### Cell classes on the final placement, run 1

Fill, decap, tap and diode cells in gray.
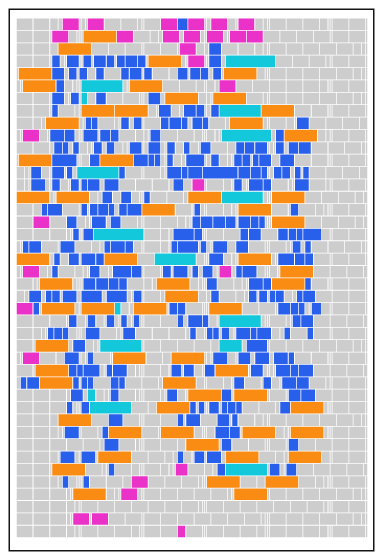
### Clock distribution, run 1

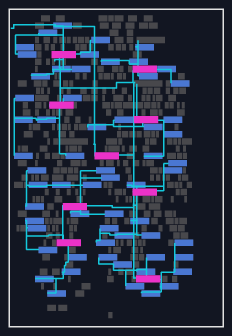
### Wiring by layer, run 1

The bar under the picture is 20 um long. Only two layers are drawn.
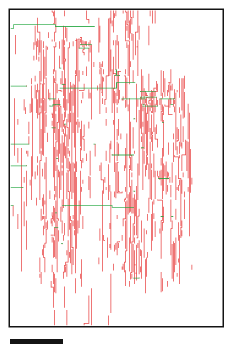
### Clock routing, run 1

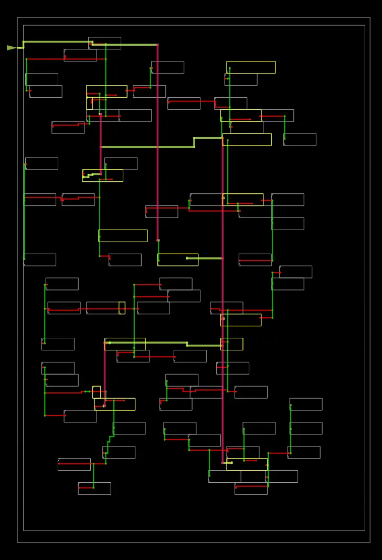
==> src/rtl/reaction_pkg.sv <==
// Shared types and constants for the reaction-timer round controller.
// The LFSR step lives here so the generator and its seed stay defined together.
package reaction_pkg;

    typedef enum logic [2:0] {
        IDLE  = 3'd0,
        WAIT  = 3'd1,
        TIME  = 3'd2,
        DONE  = 3'd3,
        ERROR = 3'd4
    } state_t;

    localparam int          MAX_RT_MS = 9999;
    localparam logic [15:0] LFSR_SEED = 16'hACE1;
    // Galois mask for x^16 + x^14 + x^13 + x^11, right-shifting form.
    localparam logic [15:0] LFSR_TAPS = 16'hB400;

    function automatic logic [15:0] lfsr_step(input logic [15:0] q);
        logic [15:0] nxt;
        nxt = {1'b0, q[15:1]};
        if (q[0]) begin
            nxt = nxt ^ LFSR_TAPS;
        end
        // An all-zero register would lock up; fall back to the seed instead.
        if (q == 16'h0000) begin
            nxt = LFSR_SEED;
        end
        return nxt;
    endfunction

endpackage

==> src/rtl/lfsr16.sv <==
// Free-running 16-bit Galois LFSR used to randomise the pre-cue delay.
// Loads the seed on reset and advances on every clock otherwise.
module lfsr16
    import reaction_pkg::*;
(
    input  logic        clk,
    input  logic        reset,
    output logic [15:0] q
);

    always_ff @(posedge clk) begin
        if (reset) begin
            q <= LFSR_SEED;
        end else begin
            q <= lfsr_step(q);
        end
    end

endmodule

==> src/rtl/reaction_ctrl_fsm.sv <==
// Reaction-timer round controller: random pre-cue delay, cue LED, reaction
// measurement in ms, and the early-press hand-off to the error-wait counter.
module reaction_ctrl_fsm #(
    parameter int MIN_DELAY_MS = 1000,
    parameter int RAND_BITS    = 12,
    parameter int MAX_RT_MS    = reaction_pkg::MAX_RT_MS
) (
    input  logic        clk,
    input  logic        reset,
    input  logic        tick_1ms,
    input  logic        start,
    input  logic        stop,
    input  logic        error_wait_done,
    output logic        error_wait,
    output logic        led_on,
    output logic [13:0] rt_ms,
    output logic        rt_valid,
    output logic        timeout,
    output logic [2:0]  state_o
);

    import reaction_pkg::*;

    localparam logic [12:0] MIN_DLY = 13'(MIN_DELAY_MS);
    localparam logic [13:0] RT_MAX  = 14'(MAX_RT_MS);
    localparam logic [13:0] RT_LAST = 14'(MAX_RT_MS - 1);

    state_t      state;
    state_t      state_nxt;
    logic [12:0] dly_cnt;
    logic [12:0] dly_nxt;
    logic [12:0] dly_load;
    logic [13:0] rt_cnt;
    logic [13:0] rt_cnt_nxt;
    logic [13:0] rt_ms_nxt;
    logic        timeout_q;
    logic        timeout_nxt;
    logic [15:0] lfsr_q;
    logic        lfsr_unused;

    lfsr16 u_lfsr (
        .clk   (clk),
        .reset (reset),
        .q     (lfsr_q)
    );

    // Only the low RAND_BITS of the LFSR feed the delay.
    assign lfsr_unused = ^lfsr_q;
    assign dly_load    = MIN_DLY + 13'(lfsr_q[RAND_BITS-1:0]);

    always_ff @(posedge clk) begin
        if (reset) begin
            state     <= IDLE;
            dly_cnt   <= '0;
            rt_cnt    <= '0;
            rt_ms     <= '0;
            timeout_q <= 1'b0;
        end else begin
            state     <= state_nxt;
            dly_cnt   <= dly_nxt;
            rt_cnt    <= rt_cnt_nxt;
            rt_ms     <= rt_ms_nxt;
            timeout_q <= timeout_nxt;
        end
    end

    always_comb begin
        state_nxt   = state;
        dly_nxt     = dly_cnt;
        rt_cnt_nxt  = rt_cnt;
        rt_ms_nxt   = rt_ms;
        timeout_nxt = timeout_q;

        case (state)
            IDLE: begin
                rt_cnt_nxt = '0;
                if (start) begin
                    state_nxt = WAIT;
                    dly_nxt   = dly_load;
                end
            end

            WAIT: begin
                // An early press beats delay expiry in the same cycle.
                if (stop) begin
                    state_nxt = ERROR;
                end else if (dly_cnt == '0) begin
                    state_nxt  = TIME;
                    rt_cnt_nxt = '0;
                end else if (tick_1ms) begin
                    dly_nxt = dly_cnt - 13'd1;
                end
            end

            TIME: begin
                // The tick coinciding with the press is deliberately not counted.
                if (stop) begin
                    state_nxt   = DONE;
                    rt_ms_nxt   = rt_cnt;
                    timeout_nxt = 1'b0;
                end else if (tick_1ms) begin
                    if (rt_cnt >= RT_LAST) begin
                        state_nxt   = DONE;
                        rt_cnt_nxt  = RT_MAX;
                        rt_ms_nxt   = RT_MAX;
                        timeout_nxt = 1'b1;
                    end else begin
                        rt_cnt_nxt = rt_cnt + 14'd1;
                    end
                end
            end

            DONE: begin
                if (start) begin
                    state_nxt = WAIT;
                    dly_nxt   = dly_load;
                end
            end

            ERROR: begin
                if (error_wait_done) begin
                    state_nxt = IDLE;
                end
            end

            default: begin
                state_nxt = IDLE;
            end
        endcase
    end

    // Outputs decode the state register only, so inputs never reach them combinationally.
    assign led_on     = (state == TIME);
    assign rt_valid   = (state == DONE);
    assign error_wait = (state == ERROR);
    assign timeout    = (state == DONE) && timeout_q;
    assign state_o    = state;

endmodule

==> config.mk <==
export PLATFORM = sky130hd
export DESIGN_NAME = reaction_ctrl_fsm
export DESIGN_NICKNAME = d
export VERILOG_FILES = /design/src/rtl/reaction_pkg.sv /design/src/rtl/lfsr16.sv /design/src/rtl/reaction_ctrl_fsm.sv
export SDC_FILE = /design/constraint.sdc
export NUM_CORES = 1
export LEC_CHECK = 0
export CAP_MARGIN = 10
export CORE_ASPECT_RATIO = 1.5
export CORE_UTILIZATION = 34
export DETAILED_ROUTE_END_ITERATION = 10
export PLACE_DENSITY_LB_ADDON = 0.25
export SETUP_SLACK_MARGIN = 0.2
export SLEW_MARGIN = 20
export SYNTH_ARGS = -nofsm -noshare
export SYNTH_HDL_FRONTEND = slang
export SYNTH_SLANG_ARGS = --single-unit
==> constraint.sdc <==
create_clock -name clk -period 4.9 [get_ports clk]
set_input_delay 0.735 -clock clk [delete_from_list [all_inputs] [get_ports clk]]
set_output_delay 0.735 -clock clk [all_outputs]
set_load 0.05 [all_outputs]
==> results_dict.tcl, run 1 <==
# flow metrics
set metrics [dict create \
    dp_cells 491 \
    clkTransAtPathRegs_ns 0.05 \
    route.met3.wl_um 185 \
    cts_setup_buffers 0 \
    ios 27 \
    cts_tree "yes" \
    die_h_um 119 \
    worst_slack_ns 1.64 \
    initCoreUtil_pct 35.0 \
    tightest_slew_ns 0.961 \
    clockBufferDepth 2 \
    cp_max_fo 12 \
    status "completed" \
    first_iter_violations 164 \
    syn_nets 387 \
    reg2reg_from "dly_cnt[4]" \
    dp_slack_ns 1.85 \
    reg2reg_to "rt_cnt[13]" \
    busiest_layer "met2" \
    finalNetCount 403 \
    hold_depth 1 \
    crit_type "reg -> out" \
    drive_gt1_share_pct 8.31 \
    crit_required_ns 4.16 \
    grt_use_met3_pct 3.09 \
    grt_max_degree 57 \
    endpoint_kind "output pin" \
    fillers 915 \
    wl_met1_um 3310 \
    rrSetupSlack_ns 2.44 \
    yosys_warnings 0 \
    first_pass_iters 4 \
    ant_nets 0 \
    portBuffers 26 \
    met1_usage_pct 20.7 \
    synth_cells 376 \
    cts_buffers 9 \
    synth-main-ff-cell "dfxtp_1" \
    maxCapViolations 0 \
    postCtsHoldBufs 0 \
    vdd_drop_max_v 0.000213 \
    total_leakage_power_nw 1.31 \
    met2_usage_pct 30.1 \
    highest_layer "met4" \
    synth-edff-count 0 \
    min_to "u_lfsr.q[11]" \
    finalNonFillerCells 507 \
    die_area_sq_mm 0.00948 \
    cts_root_buf "clkbuf_16" \
    via_count 2824 \
    worstPathArrival_ns 2.52 \
    areaGrowthSynthToFinish_pct 21.6 \
    place.gp.congestion 0.858 \
    antennaDiodeCount 0 \
    grt_pass1_vias 2772 \
    yosys-stat-area_sq_mm 0.00309 \
    p_total_mw 1.74 \
    die_w_um 79.8 \
    reg2reg_depth 5 \
    async_reset_ff_share_pct 0 \
    seq_area_sq_mm 0.00122 \
    comb_area_sq_mm 0.00168 \
    fmax_mhz 307 \
    hp-start "u_lfsr.q[12]" \
    routed_via_density 5.57 \
    yosysUniqueCellTypes 52 \
    gr-usage-all-layers_pct 17.9 \
    antenna_found_initial 0 \
    cts_resized 0 \
    cts_sinks 61 \
    min_path_type "reg -> reg" \
    setup_viol 0 \
    avgSynthCellArea_sq_um 8.22 \
    slew-limit-headroom_pct 35.7 \
    warnings 28 \
    rsz0062_at_grt "no" \
    finalSetupTns_ns 0 \
    grt.overflow.total 0 \
    hpwl_um 5360 \
    power_density_mw_per_mm2 462 \
    fin_crit_sh_pct 66.5 \
    hold_viol_final 0 \
    grt_pass1_wl_um 13200 \
    ys_seq_share_pct 39.5 \
    ys_cells 376 \
    holdWs_ns 0.448 \
    slew_violations 0 \
    synth_flops 61 \
    drc 0 \
    min_period_ns 3.26 \
    htreeDepth 3 \
    synth_area_sq_mm 0.00309 \
    wl_met2_um 4100 \
    place_area_sq_mm 0.00341 \
    critPathLaunchType "register" \
]
## Picture notes: 'Cell classes on the final placement'
[clock drivers and dummy loads] cyan | cells: 16
[combinational and other logic] blue | cells: 291
[remaining buffers and delay cells] magenta | cells: 29
[sequential cells] orange | cells: 61
Design Area, Final: 0.00376 sq mm
post-layout util: 42.5%
sequential cell area share: 32.5%
site row count: 42
core area: 0.00883 sq mm

## Picture notes: 'Clock distribution'
[clock wires] cyan | length: 836 um
[flip-flops] blue | count: 61
[clock drivers] magenta | count: 9
routed clock nets: 10
flops lie: all over the die
clk_skew: 0.00687 ns
clock share of power: 41.7%
Worst-Skew Late Latency: 0.33 ns
Clk power: 0.725 mW

## Picture notes: 'Wiring by layer'
[metal 2] red | wire length: 4100 um
[metal 3] green | wire length: 186 um
wire length per cell: 15.6 um
Total Wirelength: 7920 um

## Picture notes: 'Clock routing'
number of clock buffers in the layout: 12
seq_cells: 61

[run 1: synthesized netlist by cell type (4+ instances only)]
cell type  instances  share of area [%]
xnor2_1            6                1.7
o211ai_1           5                1.2
nor2_1            26                3.2
o32ai_1            8                2.3
ha_1               5                2.0
o21ai_0           12                1.9
dfxtp_1           61                 40
nor3b_1            4               0.97
nand3_1            4               0.65
and2_1             7                1.4
or2_2              7                1.4
clkbuf_1          23                2.8
nand2_1           22                2.7
inv_1             25                3.0
a21oi_1           46                7.5
nor4_1             6                1.2
a211o_1            6                1.7
nor2b_1            4               0.81
nand4_1            4               0.81
or3_1             11                2.2
a221oi_1           7                2.0
a211oi_1          11                2.7
nor3_1            11                1.8
xor2_1             5                1.4
o31ai_1            7                1.7
[run 1: kinds of logic (layout without fill, tap and decap cells)]
kind of cell / Yosys count / in the layout / share of synthesized area (%)
mux: 1 / 1 / 0.324
compound gates: 123 / 123 / 26.6
fa+ha+maj: 5 / 5 / 2.03
simple gates: 124 / 124 / 22.2
buf+inv: 51 / 72 / 6.20
xor+xnor: 11 / 11 / 3.12
flops: 61 / 61 / 39.5
[run 1: worst max path at each step]
| stage | startpoint | end | slack (ns) | cells after the start |
|---|---|---|---|---|
| finish | state_o[0] | led_on | 1.64 | 4 |
| global route | state_o[0] | led_on | 1.48 | 4 |
| CTS | state_o[2] | led_on | 1.64 | 4 |
| detailed placement | stop | dly_cnt[7] | 1.85 | 6 |
| global placement | stop | dly_cnt[6] | 1.92 | 6 |
| floorplan | state_o[2] | error_wait | 2.08 | 2 |
[run 1: flip-flops by register name, indices dropped and copies added, names as in the netlist]
name       count
u_lfsr.q      16
rt_cnt        14
rt_ms         14
dly_cnt       13
state_o        3
timeout_q      1
[run 1: worst max-delay path: stages, from the launching register on]
cell	delay [ns]
dfxtp_1	0.50
nor2_1	0.11
nand2_1	0.36
clkinv_1	0.41
clkdlybuf4s50_1	0.81
[run 1: layout by cell type, fill, tap and decap left out, types with 4 or more instances in the layout]
master / synthesis / layout
or2_2: 7 / 7
nor4_1: 6 / 6
dfxtp_1: 61 / 61
a211oi_1: 11 / 11
nor2b_1: 4 / 4
ha_1: 5 / 5
o21ai_0: 12 / 12
and2_1: 7 / 7
clkbuf_16: 0 / 9
or3_1: 11 / 11
o32ai_1: 8 / 8
inv_1: 25 / 25
a221oi_1: 7 / 7
clkdlybuf4s50_1: 0 / 25
a21oi_1: 46 / 46
nor3_1: 11 / 11
a211o_1: 6 / 6
o31ai_1: 7 / 7
nor3b_1: 4 / 4
nand4_1: 4 / 4
xnor2_1: 6 / 6
xor2_1: 5 / 5
nand3_1: 4 / 4
nand2_1: 22 / 22
o211ai_1: 5 / 5
nor2_1: 26 / 26
[run 1: cell type report]
cell class	count	area share (%)
Clock buffer	12	6.56
Clock inverter	4	2.53
Inverter	27	2.70
Multi-Input combinational cell	264	44.6
Sequential cell	61	32.5
Tap cell	110	3.66
Timing Repair Buffer	29	7.40
[run 1: where the power goes]
group	total, mW	switching [mW]	internal [mW]
combinational	0.429	0.265	0.164
sequential	0.582	0.0453	0.537
clock	0.725	0.215	0.509
total	1.74	0.526	1.21
==> run 2: changes to the inputs <==
==> constraint.sdc (replaced) <==
create_clock -name clk -period 3.35 [get_ports clk]
set_input_delay 0.5025 -clock clk [delete_from_list [all_inputs] [get_ports clk]]
set_output_delay 0.5025 -clock clk [all_outputs]
set_load 0.05 [all_outputs]
### Wiring by layer, run 2

The bar under the picture is 20 um long. Only two layers are drawn.
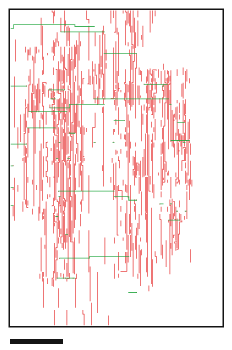
[metal 3] green | wire length: 259 um
[metal 2] red | wire length: 4010 um
global-route usage over all layers: 18.3%
vias: 2812
wire length per cell: 15.5 um
Total Wirelength: 7940 um

### Clock routing, run 2

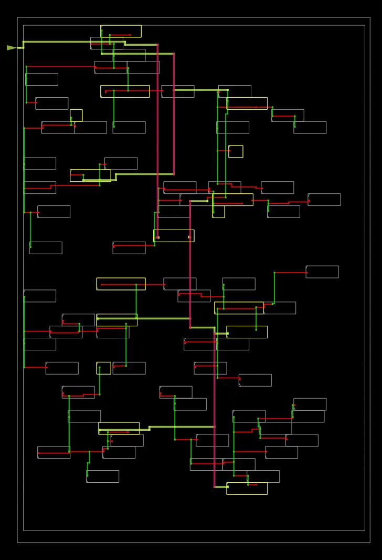
TritonCTS Sinks: 61
total CTS buffers: 9
number of clock buffers in the layout: 9
clk_skew: 0.00456 ns

==> results_dict.tcl, run 2 <==
# flow metrics
set metrics [dict create \
    grt_max_degree 57 \
    antenna_found_initial 0 \
    rows 42 \
    grt.overflow.total 0 \
    synth_flops 61 \
    antennaDiodeCount 0 \
    min_path_type "reg -> reg" \
    status "completed" \
    portBuffers 26 \
    finalNonFillerCells 511 \
    total_leakage_power_nw 1.33 \
    finalSetupTns_ns 0 \
    grt_pass1_wl_um 13300 \
    cts_tree "yes" \
    fillers 922 \
    ys_seq_share_pct 39.5 \
    largest-register "u_lfsr.q" \
    netlist.area_leader.share_pct 39.5 \
    areaGrowthSynthToFinish_pct 22.8 \
    clk_latency_ns 0.34 \
    mostFrequentLayoutCells "dfxtp_1 (61), a21oi_1 (46), nor2_1 (26)" \
    die_w_um 79.8 \
    reg2reg_from "dly_cnt[4]" \
    rsz0062_at_grt "no" \
    dp_cells 495 \
    ios 27 \
    common_cells "dfxtp_1 (61), a21oi_1 (46), nor2_1 (26)" \
    cp-startpoint "state_o[0]" \
    hold_viol_final 0 \
    ant_nets 0 \
    warnings 28 \
    yosys-stat-area_sq_mm 0.00309 \
    endpoint_kind "output pin" \
    synth_cells 376 \
    crit_type "reg -> out" \
    async_reset_ff_share_pct 0 \
    setup_viol 0 \
    tightest_slew_ns 0.753 \
    slowest_stage "clkdlybuf4s50_1" \
    hp-start "u_lfsr.q[12]" \
    first_iter_violations 137 \
    cp_max_fo 10 \
    p_total_mw 2.56 \
    worst_slack_ns 0.711 \
    coreArea_sq_mm 0.00883 \
    grt_pass1_vias 2781 \
    hpwl_um 5450 \
    power_density_mw_per_mm2 674 \
    die_area_sq_mm 0.00948 \
    postCtsHoldBufs 0 \
    cts_setup_buffers 0 \
    htreeDepth 3 \
    largest_reg_flops 16 \
    ys_cells 376 \
    fin_crit_sh_pct 78.8 \
    yosys_warnings 0 \
    clockBufferDepth 2 \
    synth-main-ff-cell "dfxtp_1" \
    cts_resized 0 \
    place.gp.congestion 0.851 \
    syn_nets 387 \
    initCoreUtil_pct 35.0 \
    critPathLaunchType "register" \
    avgSynthCellArea_sq_um 8.22 \
    min_period_ns 2.64 \
    fmax_mhz 379 \
    crit_required_ns 2.85 \
    drive_gt1_share_pct 9.73 \
    slew-limit-headroom_pct 49.8 \
    synth_area_sq_mm 0.00309 \
    area_leaders "dfxtp_1 (40%), a21oi_1 (7.5%), nor2_1 (3.2%), inv_1 (3.0%), clkbuf_1 (2.8%)" \
    layout_top_cell "dfxtp_1" \
    routed_via_density 5.50 \
    cts_root_buf "clkbuf_16" \
    dp_slack_ns 0.688 \
    slew_violations 0 \
    reg_top3 "u_lfsr.q (16), rt_cnt (14), rt_ms (14)" \
    max_stage_delay_ns 0.80 \
    drc 0 \
    finalNetCount 407 \
    die_h_um 119 \
    yosysUniqueCellTypes 52 \
    cp_cell_sequence "nor2b_1 > and3_1 > clkdlybuf4s50_1" \
    place_area_sq_mm 0.00344 \
    maxCapViolations 0 \
    synth-edff-count 0 \
    clkTransAtPathRegs_ns 0.06 \
    first_pass_iters 4 \
    synthMostInstantiatedCell "dfxtp_1" \
    vdd_drop_max_v 0.000341 \
    worstPathArrival_ns 2.14 \
    synth_top_cell_by_area "dfxtp_1" \
]
### Cell classes on the final placement, run 2

Fill, decap, tap and diode cells in gray.
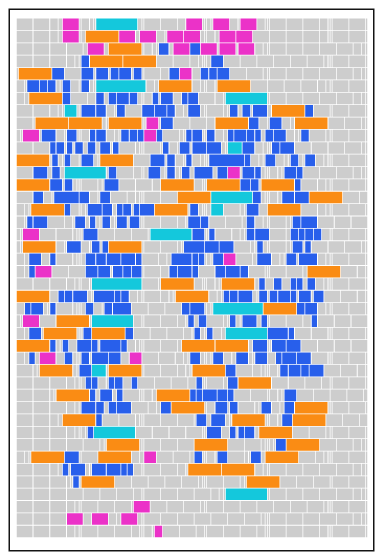
[sequential cells] orange | cells: 61
[remaining buffers and delay cells] magenta | cells: 33
[combinational and other logic] blue | cells: 291
[clock drivers and dummy loads] cyan | cells: 16
Design Area, Final: 0.00379 sq mm
post-layout util: 43.0%
sequential cell area share: 32.2%

run 2: per-layer routing:
layer / share of wire (%) / wire [um] / track usage, % / vias up
met1: 41 / 3260 / 20.0 / 1324
met2: 51 / 4010 / 29.7 / 49
met5: 0 / 0 / 0 / -
met4: 5.2 / 410 / 12.8 / 0
met3: 3.3 / 259 / 5.10 / 30
li1: - / - / - / 1409
run 2: final timing paths:
| check | to | slack, ns | cells after the start |
|---|---|---|---|
| max | timeout | 0.71 | 3 |
| min | u_lfsr.q[11] | 0.44 | 1 |
| max reg2reg | rt_cnt[13] | 0.92 | 5 |
| min reg2reg | u_lfsr.q[11] | 0.44 | 1 |
run 2: cell families after synthesis:
kind of cell | synth area share (%)
compound gates | 26.6
xor+xnor | 3.12
fa+ha+maj | 2.03
buf+inv | 6.20
flops | 39.5
mux | 0.324
simple gates | 22.2
run 2: worst max-delay path: cells and delay by family, from the launching register on:
family                 cells  cell delay (ns)
buffers and inverters      1             0.80
and+or+nand+nor            2             0.50
DFF                        1             0.50
run 2: power by group:
group / leakage [nW] / total [mW] / switching, mW / internal, mW
registers: 0.498 / 0.849 / 0.0649 / 0.784
logic: 0.669 / 0.628 / 0.386 / 0.242
clock network: 0.162 / 1.08 / 0.350 / 0.729
run 2: final cells by class:
class                           count  area, sq um  share of cell area (%)
Clock buffer                        9          225                    5.94
Clock inverter                      7          123                    3.23
Inverter                           27          101                    2.67
Multi-Input combinational cell    264         1680                    44.2
Sequential cell                    61         1220                    32.2
Tap cell                          110          138                    3.63
Timing Repair Buffer               33          308                    8.12
run 2: stage by stage:
stage                     hold slack (ns)  util [%]
after global placement              0.430      39.0
after floorplan                     0.408         -
after detailed placement            0.434      39.0
final                               0.440      43.0
after CTS                           0.448      43.0
after global routing                0.465      43.0
Power figures rest on the tool's default switching activity, not on a simulated workload.
